**Run 1: zoomed window**

Window x 5 to 55, y 65 to 115 µm. Cells in grey, sequential cells in the stronger grey; small squares are vias.
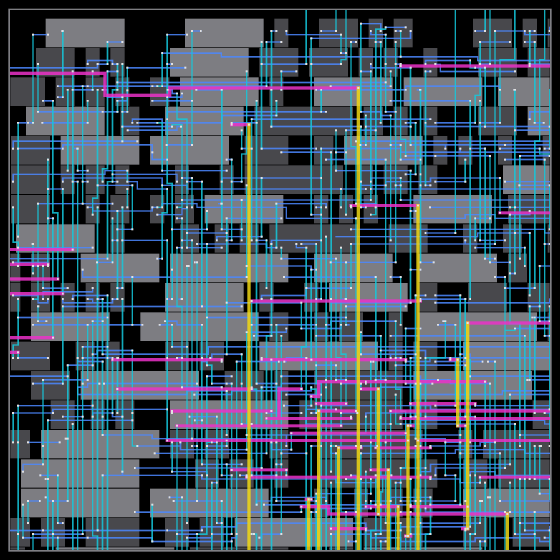
**Run 1: where the registers sit**

Other sequential cells in the stronger grey, the rest of the logic in the fainter grey.
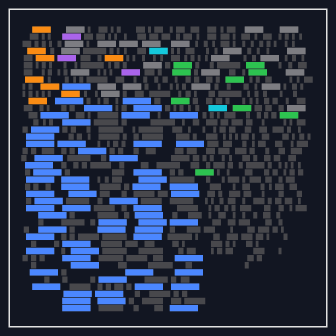
**Run 1: gate families picked out**

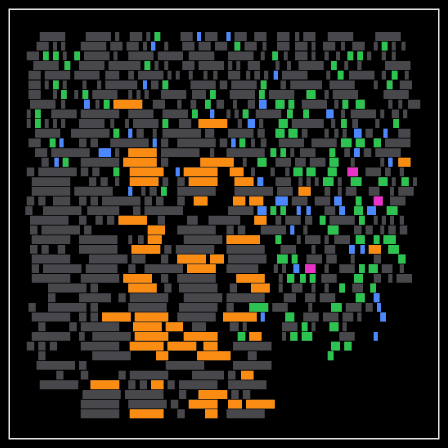
## src/rtl/param_simple_processor.sv

```systemverilog
// Multi-cycle register/ALU processor: IDLE -> EXEC -> WB per instruction, DATA_W-bit datapath, NREG registers.
// Optional macro PROC_SHIFT_EN turns opcode 110 from XOR into SHL (Rx <= Rx << 1, C = old MSB).
module param_simple_processor #(
  parameter int DATA_W = 8,
  parameter int NREG   = 8,
  localparam int REG_AW = $clog2(NREG)
) (
  input  logic                    clock,
  input  logic                    resetn,
  input  logic [3+2*REG_AW-1:0]   func,
  input  logic [DATA_W-1:0]       dataIn,
  input  logic                    instrValid,
  output logic                    instrReady,
  output logic [DATA_W-1:0]       dataOut,
  output logic                    outValid,
  output logic                    zeroFlag,
  output logic                    carryFlag,
  output logic [1:0]              o_dbg_state
);

  // Handshake: an instruction transfers on a rising edge where instrValid and
  // instrReady are both high; instrReady is high only in IDLE, so func/dataIn
  // are sampled exactly once per instruction and ignored while busy.

  typedef enum logic [1:0] {
    S_IDLE = 2'd0,
    S_EXEC = 2'd1,
    S_WB   = 2'd2
  } state_t;

  localparam logic [2:0] OP_LOAD = 3'b000;
  localparam logic [2:0] OP_MOV  = 3'b001;
  localparam logic [2:0] OP_ADD  = 3'b010;
  localparam logic [2:0] OP_SUB  = 3'b011;
  localparam logic [2:0] OP_AND  = 3'b100;
  localparam logic [2:0] OP_OR   = 3'b101;
  localparam logic [2:0] OP_X110 = 3'b110;
  localparam logic [2:0] OP_OUT  = 3'b111;

  state_t              r_state;
  logic [DATA_W-1:0]   r_regs [NREG];
  logic [2:0]          r_op;
  logic [REG_AW-1:0]   r_rx;
  logic [REG_AW-1:0]   r_ry;
  logic [DATA_W-1:0]   r_imm;
  logic [DATA_W:0]     r_res;
  logic [DATA_W-1:0]   r_data_out;
  logic                r_out_valid;
  logic                r_zero;
  logic                r_carry;

  logic [DATA_W-1:0]   w_a;
  logic [DATA_W-1:0]   w_b;
  logic [DATA_W:0]     w_res;

  assign w_a = r_regs[r_rx];
  assign w_b = r_regs[r_ry];

  // Bit DATA_W carries the carry (ADD), borrow (SUB) or shifted-out MSB (SHL).
  always_comb begin
    w_res = '0;
    case (r_op)
      OP_LOAD: w_res = {1'b0, r_imm};
      OP_MOV:  w_res = {1'b0, w_b};
      OP_ADD:  w_res = {1'b0, w_a} + {1'b0, w_b};
      OP_SUB:  w_res = {1'b0, w_a} - {1'b0, w_b};
      OP_AND:  w_res = {1'b0, w_a & w_b};
      OP_OR:   w_res = {1'b0, w_a | w_b};
`ifdef PROC_SHIFT_EN
      OP_X110: w_res = {w_a, 1'b0};
`else
      OP_X110: w_res = {1'b0, w_a ^ w_b};
`endif
      OP_OUT:  w_res = {1'b0, w_a};
      default: w_res = '0;
    endcase
  end

  always_ff @(posedge clock) begin
    if (!resetn) begin
      r_state     <= S_IDLE;
      for (int i = 0; i < NREG; i++) r_regs[i] <= '0;
      r_op        <= '0;
      r_rx        <= '0;
      r_ry        <= '0;
      r_imm       <= '0;
      r_res       <= '0;
      r_data_out  <= '0;
      r_out_valid <= 1'b0;
      r_zero      <= 1'b0;
      r_carry     <= 1'b0;
    end else begin
      r_out_valid <= 1'b0;
      case (r_state)
        S_IDLE: begin
          if (instrValid) begin
            r_op    <= func[3+2*REG_AW-1 -: 3];
            r_rx    <= func[2*REG_AW-1 -: REG_AW];
            r_ry    <= func[REG_AW-1:0];
            r_imm   <= dataIn;
            r_state <= S_EXEC;
          end
        end
        S_EXEC: begin
          r_res   <= w_res;
          r_state <= S_WB;
        end
        S_WB: begin
          if (r_op == OP_OUT) begin
            r_data_out  <= r_res[DATA_W-1:0];
            r_out_valid <= 1'b1;
          end else begin
            r_regs[r_rx] <= r_res[DATA_W-1:0];
            r_zero       <= (r_res[DATA_W-1:0] == '0);
            if (r_op != OP_LOAD && r_op != OP_MOV) r_carry <= r_res[DATA_W];
          end
          r_state <= S_IDLE;
        end
        default: r_state <= S_IDLE;
      endcase
    end
  end

  assign instrReady  = (r_state == S_IDLE);
  assign dataOut     = r_data_out;
  assign outValid    = r_out_valid;
  assign zeroFlag    = r_zero;
  assign carryFlag   = r_carry;
  assign o_dbg_state = r_state;

endmodule

```

## config.mk

```make
export PLATFORM = sky130hd
export DESIGN_NAME = param_simple_processor
export DESIGN_NICKNAME = d
export VERILOG_FILES = /design/src/rtl/param_simple_processor.sv
export SDC_FILE = /design/constraint.sdc
export NUM_CORES = 1
export LEC_CHECK = 0
export CELL_PAD_IN_SITES_DETAIL_PLACEMENT = 1
export CELL_PAD_IN_SITES_GLOBAL_PLACEMENT = 1
export CORE_MARGIN = 4
export CORE_UTILIZATION = 49
export DETAILED_ROUTE_END_ITERATION = 16
export GPL_TIMING_DRIVEN = 0
export PLACE_DENSITY = 0.85
export SYNTH_ARGS = -nofsm -noshare
export SYNTH_HDL_FRONTEND = slang
export SYNTH_SLANG_ARGS = --single-unit
```

## constraint.sdc

```tcl
create_clock -name clock -period 6.2 [get_ports clock]
set_input_delay 0.93 -clock clock [delete_from_list [all_inputs] [get_ports clock]]
set_output_delay 0.93 -clock clock [all_outputs]
set_load 0.01 [all_outputs]
```

==> impl_metrics.xml, run 1 <==
<?xml version="1.0" encoding="UTF-8"?>
<metrics>
  <group name="yosys">
    <metric name="netlist-cell-type-count" unit="">58</metric>
    <metric name="synthesis.nets" unit="">613</metric>
    <metric name="post_synth_inst_count" unit="">567</metric>
    <metric name="yosys_register_bits" unit="">109</metric>
    <metric name="yosys_warnings" unit="">0</metric>
    <metric name="netlist_top_cells_count" unit="">sky130_fd_sc_hd__nand2_1, sky130_fd_sc_hd__and2_1, sky130_fd_sc_hd__edfxtp_1</metric>
    <metric name="synth_area" unit="µm²">6180</metric>
    <metric name="edf_count" unit="">64</metric>
    <metric name="yosysChipArea" unit="µm²">6180</metric>
    <metric name="share_of_synthesized_area_occupied_by_flip_flops_and_latches" unit="%">45.7</metric>
    <metric name="synth.yosys.num_cells" unit="">567</metric>
    <metric name="top_area_cell" unit="">sky130_fd_sc_hd__edfxtp_1</metric>
    <metric name="syn_avg_cell_area" unit="µm²">10.9</metric>
    <metric name="post-synth-top-count-cell" unit="">sky130_fd_sc_hd__nand2_1</metric>
    <metric name="synth-main-ff-cell" unit="">sky130_fd_sc_hd__edfxtp_1</metric>
  </group>
  <group name="power">
    <metric name="power_frac_comb" unit="%">20.9</metric>
    <metric name="share_clk_of_total_power" unit="%">33.3</metric>
    <metric name="cellInternalPower" unit="µW">1250</metric>
    <metric name="power_frac_seq" unit="%">45.8</metric>
    <metric name="power.static_leakage" unit="µW">0.00257</metric>
    <metric name="worst_ir_drop_vdd" unit="V">0.000188</metric>
    <metric name="power.net_switching" unit="µW">520</metric>
    <metric name="power.density_cell_area" unit="nW/µm²">252</metric>
  </group>
  <group name="status">
    <metric name="status" unit="">finished clean</metric>
  </group>
  <group name="placed_design">
    <metric name="post-dp-hpwl" unit="mm">14.1</metric>
    <metric name="pre_cts_ws" unit="ns">2.23</metric>
    <metric name="standard_cell_area_after_detailed_placement" unit="µm²">6720</metric>
    <metric name="routabilityCongestion" unit="">0.957</metric>
    <metric name="port_buffers" unit="">33</metric>
  </group>
  <group name="routing">
    <metric name="detail_route.drc_violations" unit="">0</metric>
    <metric name="drt-met1-wl" unit="mm">7.83</metric>
    <metric name="antenna_violating_nets_post_route" unit="">0</metric>
    <metric name="detail_route.wl_per_cell" unit="µm">24.9</metric>
    <metric name="wl_met2" unit="mm">9.92</metric>
    <metric name="dr_wl_met3" unit="mm">1.06</metric>
    <metric name="vias" unit="">4887</metric>
    <metric name="postRouteWirelength" unit="mm">19.6</metric>
    <metric name="drt_iter0_drc" unit="">415</metric>
  </group>
  <group name="critical_path">
    <metric name="regToRegSetupSlack" unit="ns">2.19</metric>
    <metric name="cp-start-kind" unit="">flip-flop</metric>
    <metric name="timing_worst_setup_path_type" unit="">reg2reg</metric>
    <metric name="critical_path.endpoint_type" unit="">flip-flop</metric>
    <metric name="path_cells" unit="">buf_1 -&gt; clkbuf_1 -&gt; mux4_2 -&gt; mux2_2 -&gt; fa_1 -&gt; a21o_1 -&gt; a211oi_1 -&gt; o21bai_1 -&gt; xor2_1 -&gt; a21oi_1 -&gt; o21ai_0</metric>
    <metric name="critical_path.max_stage_delay" unit="ns">0.59</metric>
  </group>
  <group name="sta">
    <metric name="setup_violations" unit="">0</metric>
    <metric name="timing.final.crit_share" unit="%">64.6</metric>
    <metric name="drv_slew" unit="">0</metric>
    <metric name="finalWorstSetupSlack" unit="ns">2.19</metric>
    <metric name="grt_setup_unrepaired" unit="">false</metric>
    <metric name="setup-tns-final" unit="ns">0</metric>
    <metric name="timing.final.hold_violations" unit="">0</metric>
    <metric name="timing_worst_slew_pin_value" unit="ns">1.31</metric>
    <metric name="worst_hold_slack_across_all_endpoints" unit="ns">0.467</metric>
    <metric name="achievable-frequency" unit="MHz">250</metric>
    <metric name="finClkSkew" unit="ns">0.00735</metric>
  </group>
  <group name="clocking">
    <metric name="clk_root_buf" unit="">sky130_fd_sc_hd__clkbuf_16</metric>
    <metric name="htree_levels" unit="">3</metric>
    <metric name="numClockSinks" unit="">109</metric>
    <metric name="cts-buffers-inserted" unit="">9</metric>
    <metric name="cts_setup_buffers" unit="">0</metric>
    <metric name="cts_resized" unit="">0</metric>
    <metric name="clkLatencyLatePin" unit="ns">0.36</metric>
    <metric name="tritoncts_clock_tree" unit="">yes</metric>
  </group>
  <group name="cells_and_area">
    <metric name="area_growth_from_synthesis_to_layout" unit="%">13.6</metric>
    <metric name="final_cells" unit="">784</metric>
    <metric name="fillerInstances" unit="">1294</metric>
    <metric name="final_util" unit="%">57.8</metric>
    <metric name="design.final.nets" unit="">657</metric>
    <metric name="antennaDiodeCount" unit="">0</metric>
    <metric name="postLayoutCellArea" unit="µm²">7030</metric>
    <metric name="sequential_cell_area" unit="µm²">2820</metric>
    <metric name="mostFrequentLayoutCell" unit="">sky130_fd_sc_hd__nand2_1</metric>
  </group>
  <group name="die">
    <metric name="boundaryPins" unit="">34</metric>
    <metric name="die_height" unit="µm">120</metric>
    <metric name="rows" unit="">40</metric>
    <metric name="placeableCoreArea" unit="µm²">12200</metric>
    <metric name="die.size.x" unit="µm">120</metric>
    <metric name="initial_utilization" unit="%">50.8</metric>
    <metric name="fp.dieArea" unit="µm²">14500</metric>
  </group>
  <group name="global_route">
    <metric name="maximum_number_of_pins_on_one_net_before_global_route_repair" unit="">19</metric>
    <metric name="grt_pass1_wl" unit="mm">30.8</metric>
    <metric name="grt-ovfl-total" unit="">0</metric>
    <metric name="first_global_vias" unit="">5318</metric>
    <metric name="track_usage" unit="%">28.1</metric>
  </group>
  <group name="hold_path">
    <metric name="min-delay-path-class" unit="">reg2reg</metric>
  </group>
</metrics>
About 'zoomed window':
Yellow stands for met4. Cyan stands for met2. Blue stands for met1. Magenta stands for met3.
Sequential cells in the window: 36. 157 logic cells have their middle in the window. Most frequent: nand2_1 (29), dfxtp_1 (22). Netlist names of flops here include r_regs (14), dataOut (8), r_rx (3).

About 'where the registers sit':
Cyan stands for o_dbg_state, sequential cells 2. Orange stands for dataOut, sequential cells 8, where upper left. Purple stands for r_ry, sequential cells 3. Blue stands for r_regs, sequential cells 64. Green stands for r_res, sequential cells 9.
Another 23 sequential cells are not coloured.

About 'gate families picked out':
Green stands for inverting AOI/OAI gates, cells 98. Orange stands for multiplexers, cells 52. Magenta stands for AND-OR and OR-AND gates, cells 3. Blue stands for NOR gates, cells 39.

## run 1: layer usage
metal  track usage, %  vias up
li1                 -     2136
met1             35.0     2486
met2             48.1      200
met3             5.10       65
met4             12.3        0
met5                0        -
## run 1: area by class of cell
class / count / area share [%]
inverter: 20 / 1.07
buffer: 38 / 2.64
sequential: 109 / 40.2
clock buffer: 11 / 3.76
clock inverter: 5 / 0.552
timing repair buffer: 33 / 4.70
multi-input combinational: 400 / 44.1
tap: 168 / 2.99
## run 1: registers in the layout (all words and copies together), names as in the netlist, named ones only
name         cells
r_regs          64
r_res            9
dataOut          8
r_imm            8
r_op             3
r_rx             3
r_ry             3
o_dbg_state      2
carryFlag        1
outValid         1
zeroFlag         1
## run 1: logic make-up after synthesis
family / synth area share (%)
adder cells (fa/ha/maj): 5.38
flip-flops: 45.7
AND/OR/NAND/NOR: 17.4
XOR/XNOR: 1.42
buffers and inverters: 4.21
AND-OR/OR-AND: 10.1
multiplexers: 15.8
## run 1: worst max-delay path: cells and delay by family (launching register included)
kind | cells | cell delay [ns]
adders and majority gates | 1 | 0.49
xor gates and xnor gates | 1 | 0.15
muxes | 2 | 0.78
AOI/OAI and AO/OA | 5 | 1.14
DFF | 1 | 0.34
buffers and inverters | 2 | 0.96
## run 1: worst paths after layout
check | startpoint | to | cells past startpoint
setup / recovery | flip-flop | r_res[6] | 11
hold / removal | dataOut[1] | dataOut[1] | 2
setup reg to reg | flip-flop | r_res[6] | 11
hold reg to reg | dataOut[1] | dataOut[1] | 2
## run 1: power by group through the flow
stage	Sequential, µW	Combinational [µW]	Clock [µW]
after floorplan	818	251	0
after global placement	824	338	0
after detailed placement	827	358	0
after CTS	812	364	593
after global routing	815	401	631
final	813	370	590
==> run 1 -> run 2 <==
CORE_UTILIZATION = 48   (was 49)
PLACE_DENSITY = 0.84   (was 0.85)
clock period = 3.75 ns   (was 6.2 ns; I/O delays follow)
**Run 2: supply network**

Pins as bars on the die edge.
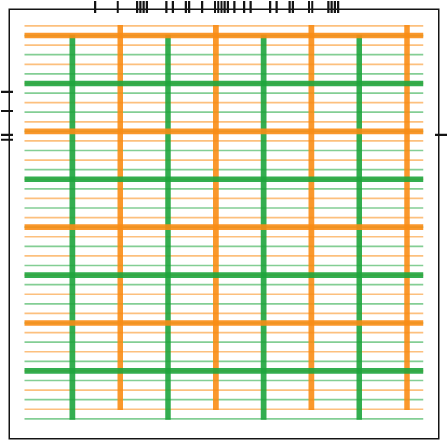
Orange stands for VDD. Green stands for VSS.
42 met1 rails follow the rows. The core has 41 rows. 34 signal pins sit on the boundary. 8 straps on met4. 8 straps on met5.

==> run 2 against run 1 <==
Effect of this change:
- critical endpoint is now r_res[7]
- die area is 1.9% higher
- first-iteration DRC count fell by 11%
- non-clock buffer count down 1
- hold slack worse by 0.0016 ns
- clock power grew about 60%
- sequential power grew 65%
- synthesized cell count did not move
- global-route usage shrank 1.6 points
- count of clock-buffer cells in the layout fell by 2
==> impl_metrics.xml, run 2 <==
<?xml version="1.0" encoding="UTF-8"?>
<metrics>
  <group name="status">
    <metric name="status" unit="">finished clean</metric>
  </group>
  <group name="hold_path">
    <metric name="min_delay_worst_endpoint" unit="">dataOut[2]</metric>
    <metric name="worst_hold_launch" unit="">dataOut[2]</metric>
  </group>
  <group name="power">
    <metric name="power.net_switching" unit="µW">870</metric>
    <metric name="pg_seq" unit="µW">1340</metric>
    <metric name="power.group.top" unit="">registers</metric>
    <metric name="powerClk" unit="µW">946</metric>
    <metric name="cellInternalPower" unit="µW">2060</metric>
    <metric name="power.density_cell_area" unit="nW/µm²">415</metric>
    <metric name="power.combinational.total" unit="µW">646</metric>
  </group>
  <group name="yosys">
    <metric name="top_area_cell" unit="">sky130_fd_sc_hd__edfxtp_1</metric>
    <metric name="post-synth-top-count-cell" unit="">sky130_fd_sc_hd__nand2_1</metric>
    <metric name="synthesis.nets" unit="">613</metric>
    <metric name="yosys_register_bits" unit="">109</metric>
    <metric name="share_of_synthesized_area_occupied_by_flip_flops_and_latches" unit="%">45.7</metric>
    <metric name="yosysChipArea" unit="µm²">6180</metric>
    <metric name="synth-main-ff-cell" unit="">sky130_fd_sc_hd__edfxtp_1</metric>
    <metric name="edf_count" unit="">64</metric>
    <metric name="post_synth_inst_count" unit="">567</metric>
  </group>
  <group name="die">
    <metric name="fp.dieArea" unit="µm²">14800</metric>
    <metric name="placeableCoreArea" unit="µm²">12600</metric>
    <metric name="die.size.x" unit="µm">121</metric>
    <metric name="rows" unit="">41</metric>
  </group>
  <group name="placed_design">
    <metric name="pre_cts_ws" unit="ns">-0.331</metric>
  </group>
  <group name="routing">
    <metric name="postRouteWirelength" unit="mm">18.8</metric>
    <metric name="vias" unit="">4807</metric>
  </group>
  <group name="critical_path">
    <metric name="worst-path-buf-inv" unit="">3</metric>
    <metric name="cp-start-kind" unit="">flip-flop</metric>
    <metric name="regToRegEndpoint" unit="">r_res[7]</metric>
  </group>
  <group name="sta">
    <metric name="timing.final.hold_violations" unit="">0</metric>
    <metric name="setup_violations" unit="">0</metric>
    <metric name="worst_hold_slack_across_all_endpoints" unit="ns">0.466</metric>
    <metric name="timing.final.crit_share" unit="%">97.8</metric>
    <metric name="drv_slew" unit="">0</metric>
  </group>
  <group name="cells_and_area">
    <metric name="mostFrequentLayoutCell" unit="">sky130_fd_sc_hd__nand2_1</metric>
    <metric name="design.final.nets" unit="">656</metric>
  </group>
  <group name="clocking">
    <metric name="numClockSinks" unit="">109</metric>
    <metric name="clkLatencyLatePin" unit="ns">0.36</metric>
    <metric name="tritoncts_clock_tree" unit="">yes</metric>
  </group>
</metrics>
**Run 2: zoomed window**

Window x 5 to 55, y 66 to 116 µm. Cells in grey, sequential cells in the stronger grey; small squares are vias.
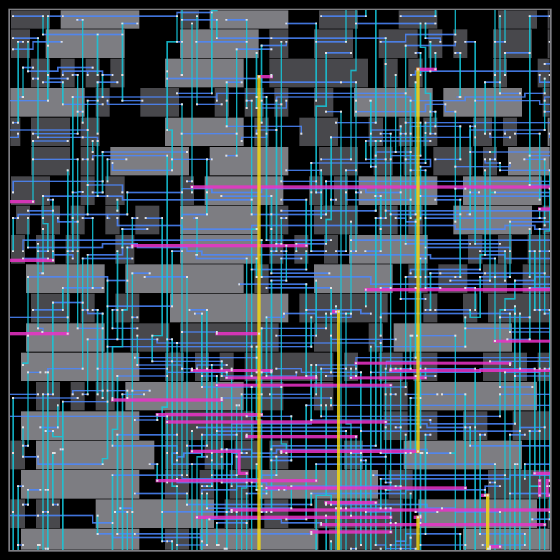
Blue stands for met1. Magenta stands for met3. Yellow stands for met4. Cyan stands for met2.
Most frequent: nand2_1 (30), dfxtp_1 (22), edfxtp_1 (16). 159 logic cells have their middle in the window. Netlist names of flops here include r_regs (16), dataOut (8), r_rx (3). Sequential cells in the window: 38.

## run 2: timing repair
action,4_1_cts,5_1_grt
gates cloned,0,0
pin swaps,2,7
endpoints found under the setup margin,7,5
gates resized,10,10
setup buffers,0,0
## run 2: stage by stage
step	instances	cell area, µm²	util, %
3_5_place_dp	772	6730	53.3
3_3_place_gp	772	6730	53.3
4_1_cts	787	7030	55.7
5_1_grt	787	7080	56.1
2_1_floorplan	567	6180	-
6_report	787	7080	56.1
## run 2: logic make-up (layout without fill, tap and decap cells)
group	Yosys count	in the layout	share of synthesized area, %
AND/OR/NAND/NOR	211	211	17.4
flip-flops	109	109	45.7
AND-OR/OR-AND	101	101	10.1
buffers and inverters	58	106	4.21
multiplexers	52	52	15.8
adder cells (fa/ha/maj)	26	26	5.38
XOR/XNOR	10	10	1.42
## run 2: how the worst max path moves through the flow
| stage | end | slack (ns) | cells past startpoint |
|---|---|---|---|
| after floorplan | r_res[7] | 0.48 | 14 |
| after global placement | r_res[7] | -0.21 | 14 |
| after detailed placement | r_res[7] | -0.33 | 14 |
| after CTS | r_res[7] | 0.02 | 14 |
| after global routing | r_res[7] | -0.02 | 13 |
| final | r_res[7] | 0.08 | 14 |
## run 2: final cells by class
| type | count | area (µm²) |
|---|---|---|
| Fill cell | 1388 | 5540 |
| Tap cell | 172 | 215 |
| Timing Repair Buffer | 33 | 330 |
| Inverter | 20 | 75.1 |
| Multi-Input combinational cell | 400 | 3160 |
| Buffer | 37 | 185 |
| Sequential cell | 109 | 2820 |
| Clock buffer | 9 | 225 |
| Clock inverter | 7 | 62.6 |
## run 2: metal layers
metal / share of wire, % / GRT usage, %
met4: 3.0 / 11.8
met1: 41 / 33.8
met5: 0 / 0
met3: 5.1 / 4.29
met2: 51 / 44.5
No activity file was given, so power comes from the tool's default toggle rates.
